`config.mk`:
```
export PLATFORM = sky130hd
export DESIGN_NAME = grf_file
export DESIGN_NICKNAME = d
export VERILOG_FILES = /design/src/rtl/grf_file_pkg.sv /design/src/rtl/grf_read_port.sv /design/src/rtl/grf_file.sv
export SDC_FILE = /design/constraint.sdc
export NUM_CORES = 2
export LEC_CHECK = 0
export ABC_AREA = 1
export CAP_MARGIN = 20
export CORE_UTILIZATION = 40
export DETAILED_ROUTE_END_ITERATION = 8
export MAX_ROUTING_LAYER = met4
export PLACE_DENSITY = 0.56
export SYNTH_ARGS = -nofsm -noshare
export SYNTH_HDL_FRONTEND = slang
export SYNTH_SLANG_ARGS = --single-unit
```
`constraint.sdc`:
```
create_clock -name clk -period 82 [get_ports clk]
set_input_delay 8.2 -clock clk [delete_from_list [all_inputs] [get_ports clk]]
set_output_delay 8.2 -clock clk [all_outputs]
set_load 0.05 [all_outputs]
```
`src/rtl/grf_file_pkg.sv`:
```
// grf_file_pkg: shared sizing and well-known register indices
// for the general register file.
package grf_file_pkg;

    localparam int GRF_NREG = 32;
    localparam int GRF_AW   = 5;
    localparam int GRF_DW   = 32;

    localparam logic [GRF_AW-1:0] GRF_R0 = 5'd0;
    localparam logic [GRF_AW-1:0] GRF_RA = 5'd31;

endpackage

```
`src/rtl/grf_read_port.sv`:
```
// grf_read_port: one combinational read port with inner forward
// from the same-cycle write.
module grf_read_port
    import grf_file_pkg::*;
#(
    parameter int NREG = GRF_NREG,
    parameter int AW   = GRF_AW,
    parameter int DW   = GRF_DW
) (
    input  logic [AW-1:0]            addr,
    input  logic [NREG-1:1][DW-1:0]  bank,
    input  logic                     wr_eff,
    input  logic [AW-1:0]            wa,
    input  logic [DW-1:0]            wd,
    output logic [DW-1:0]            rd
);

    always_comb begin
        rd = '0;
        unique case (1'b1)
            (addr == '0):             rd = '0;
            (wr_eff && (wa == addr)): rd = wd;
            default:                  rd = bank[addr];
        endcase
    end

endmodule

```
`src/rtl/grf_file.sv`:
```
// grf_file: 32x32 register file, two bypassed read ports, one
// write port, registered write trace and effective-write counter.
module grf_file
    import grf_file_pkg::*;
#(
    parameter int NREG = GRF_NREG,
    parameter int AW   = GRF_AW,
    parameter int DW   = GRF_DW
) (
    input  logic          clk,
    input  logic          reset,
    input  logic [AW-1:0] RA1,
    input  logic [AW-1:0] RA2,
    output logic [DW-1:0] RD1,
    output logic [DW-1:0] RD2,
    input  logic          WE,
    input  logic [AW-1:0] WA,
    input  logic [DW-1:0] WD,
    input  logic [31:0]   WPC,
    output logic          trace_we,
    output logic [31:0]   trace_pc,
    output logic [AW-1:0] trace_addr,
    output logic [DW-1:0] trace_data,
    output logic [31:0]   wcount
);

    // $0 has no storage; the bank starts at index 1
    logic [NREG-1:1][DW-1:0] bank;
    logic                    wr_eff;

    assign wr_eff = WE && (WA != '0);

    always_ff @(posedge clk or posedge reset) begin
        if (reset) begin
            bank <= '0;
        end else if (wr_eff) begin
            bank[WA] <= WD;
        end
    end

    always_ff @(posedge clk or posedge reset) begin
        if (reset) begin
            trace_we   <= 1'b0;
            trace_pc   <= '0;
            trace_addr <= '0;
            trace_data <= '0;
            wcount     <= '0;
        end else begin
            trace_we <= wr_eff;
            if (wr_eff) begin
                trace_pc   <= WPC;
                trace_addr <= WA;
                trace_data <= WD;
                wcount     <= wcount + 32'd1;
            end
        end
    end

    grf_read_port #(
        .NREG(NREG),
        .AW  (AW),
        .DW  (DW)
    ) u_rp1 (
        .addr  (RA1),
        .bank  (bank),
        .wr_eff(wr_eff),
        .wa    (WA),
        .wd    (WD),
        .rd    (RD1)
    );

    grf_read_port #(
        .NREG(NREG),
        .AW  (AW),
        .DW  (DW)
    ) u_rp2 (
        .addr  (RA2),
        .bank  (bank),
        .wr_eff(wr_eff),
        .wa    (WA),
        .wd    (WD),
        .rd    (RD2)
    );

endmodule

```
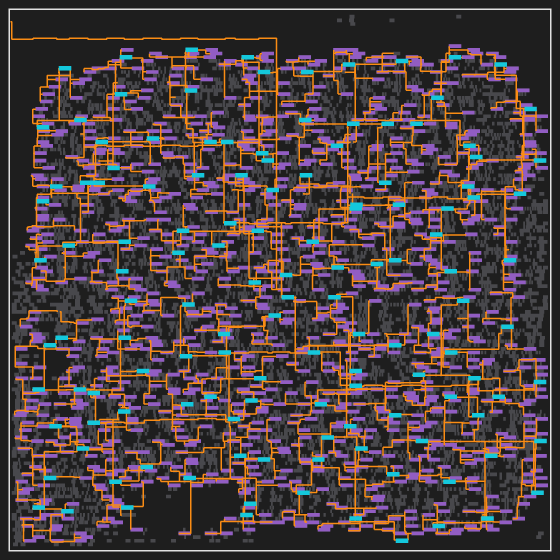
Fig. 1. Clock distribution.
[clock-net drivers] cyan | count: 133
[clock wires] orange | length: 16,400 um
[flip-flops] purple | count: 1,094
flops lie: spread over the die

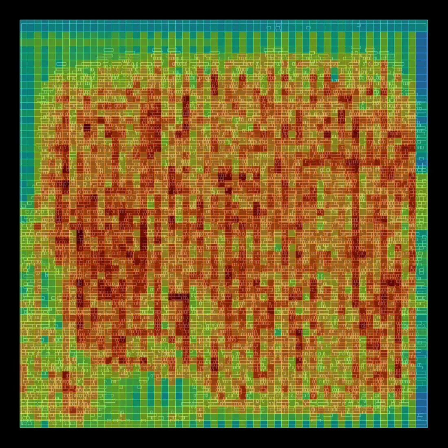
Fig. 2. Routing congestion map.
gr usage total: 34.9%
layer with the highest usage: met2
Routed wire per std cell: 24.1 um

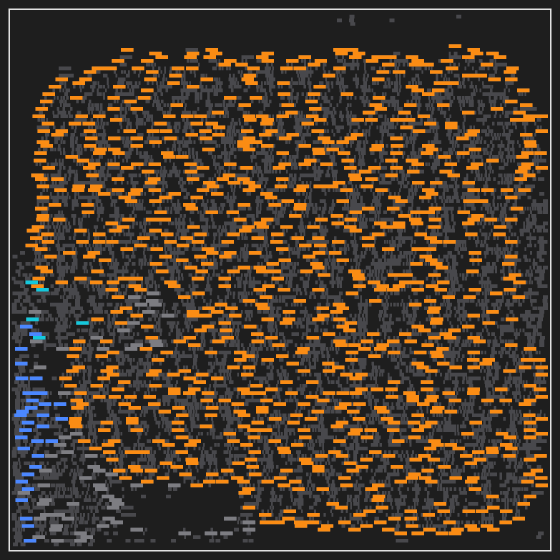
Fig. 3. Sequential cells grouped by signal name.
| signal | colour | sequential cells | where |
|---|---|---|---|
| trace_addr | cyan | 5 | left middle |
| bank | orange | 992 | spread over the die |
| trace_pc | blue | 32 | bottom left |

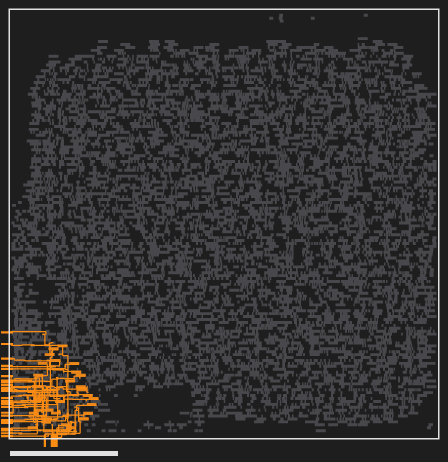
Fig. 4. I/O nets highlighted.
Bar = 100 um.
| port | colour | direction | edge | end cells | buffers | wire |
|---|---|---|---|---|---|---|
| wcount | orange | output | 26 left, 6 bottom | 32 | 32 | 2,430 um |
num ports: 248
Buffers on Ports: 247

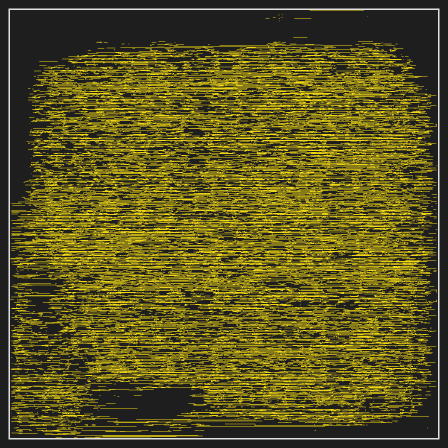
Fig. 5. Signal wires on met1.
share of all routed wire: 42%
wire length on this layer: 114 mm
main direction: horizontal
nets with wire on the layer: 8,504

==> results.yml <==
# generated from flow reports
power:
  combPwrFrac_pct: 24.1
  irDropWorstVdd_uv: 23.4
  powerDensity_nw_per_um2: 24.3
timing:
  fmax_mhz: 46.5
  finalHoldViolCount: 0
  fin_setup_tns_ps: 0
  fin_worst_skew_ps: 3.69
  rsz0062_at_grt: "false"
critical_path:
  regToRegEndpoint: "wcount[21]"
  critPathMaxStageDelay_ps: 870
  cp_top_family: "buffers and inverters"
  path_class: "input pin to output pin"
  slowest_stage: "buf_4"
clocking:
  clk_latency_ps: 780
  cts.repair.resized: 0
  holdBufCountCts: 0
  cts.sinks: 1094
global_routing:
  grt_pass1_vias: 60200
  grt_pass1_wl_um: 399000
logic_synthesis:
  yosys.stat.seqShare_pct: 43.7
  ys_area_um2: 62700
  syn_area_per_cell_um2: 6.72
  synth-seq-cells: 1094
final_layout:
  lay_top_cells: "3,345 x nand2_1, 1,933 x nand3_1, 1,094 x dfrtp_1"
  nets: 9172
  area_delta_synth_final_pct: 12.3
hold_path:
  hold_class: "flip-flop to flip-flop"
outcome:
  status: "finished, final reports clean"
die:
  dieArea_um2: 158000
  rows: 144
drt:
  ant_nets: 0
  vias: 64000
  drt_iter0_drc: 8512
  routed_via_density: 5.69
job:
  warning_count: 45
-- cell type report --
| type | instances | area [um^2] |
|---|---|---|
| clock inverter | 43 | 460 |
| inverter | 1037 | 3940 |
| sequential | 1094 | 27400 |
| fill | 15900 | 84300 |
| clock buffer | 200 | 3980 |
| antenna | 10 | 25.0 |
| timing repair buffer | 366 | 3620 |
| tap | 2044 | 2560 |
| multi-input combinational | 6457 | 28500 |
-- worst min-delay path, stage by stage, from the launching register on --
cell,delay (ps)
dfrtp_1,340
nand2_1,50
nand2_1,50
-- power groups by stage --
stage / Sequential (mW) / Clock (mW) / Combinational [mW]
after global routing: 0.704 / 0.637 / 0.464
final: 0.692 / 0.609 / 0.413
after detailed placement: 0.699 / 0 / 0.405
after floorplan: 0.710 / 0 / 0.271
after global placement: 0.698 / 0 / 0.398
after CTS: 0.691 / 0.616 / 0.407
-- cell families after synthesis --
kind of cell,share of synthesized area [%]
simple gates,36.6
fa+ha+maj,0.0200
compound gates,8.35
buf+inv,11.0
flops,43.7
xor+xnor,0.377
-- worst max-delay path by stage --
stage / startpoint / to
6_report: RA2[0] / RD2[7]
5_1_grt: RA2[0] / RD2[0]
4_1_cts: RA2[0] / RD2[0]
3_5_place_dp: RA2[0] / RD2[0]
3_3_place_gp: RA2[0] / RD2[0]
2_1_floorplan: reset / bank[0]
-- synthesized netlist by cell type --
master,count,area share [%]
o21ai_2,17,0.24
inv_2,10,0.060
buf_1,80,0.48
inv_1,1027,6.1
ha_1,1,0.020
nand2_2,25,0.25
dfrtp_1,1094,44
o21ai_1,56,0.45
buf_6,7,0.13
clkbuf_1,494,3.0
nor4_4,2,0.068
nor3b_1,1,0.012
buf_4,3,0.036
nand3_1,1933,15
nor2_8,1,0.032
clkbuf_2,9,0.072
o21ai_0,960,7.7
buf_2,145,1.2
nand4_1,3,0.030
nor2_2,4,0.040
nor2_4,2,0.036
nor3_2,4,0.064
nor3_4,4,0.10
xnor2_1,9,0.13
xor2_1,18,0.25
nor2_1,51,0.31
nand2_1,3351,20
nand3b_1,2,0.024
nor3_1,13,0.10
-- per-layer routing --
metal / vias up / global-route usage [%]
li1: 29000 / -
met1: 30500 / 47.5
met2: 3837 / 49.2
met3: 669 / 8.96
met4: 0 / 13.8
met5: - / -
-- state kept, by name (all words and copies together) (netlist names) --
signal	cells
trace_data	32
bank	992
trace_addr	5
trace_pc	32
trace_we	1
wcount	32
-- per-stage QoR --
step	total power, mW	instance area, um^2	util [%]	setup slack (ps)	std cells
6_report	1.71	70400	45.5	60480	11300
5_1_grt	1.80	70400	45.5	60410	11200
3_3_place_gp	1.10	65700	42.5	60770	11000
2_1_floorplan	0.981	62700	-	43000	9326
4_1_cts	1.71	70200	45.4	60760	11200
3_5_place_dp	1.10	65800	42.5	60770	11000
Power and IR drop assume default switching activity.
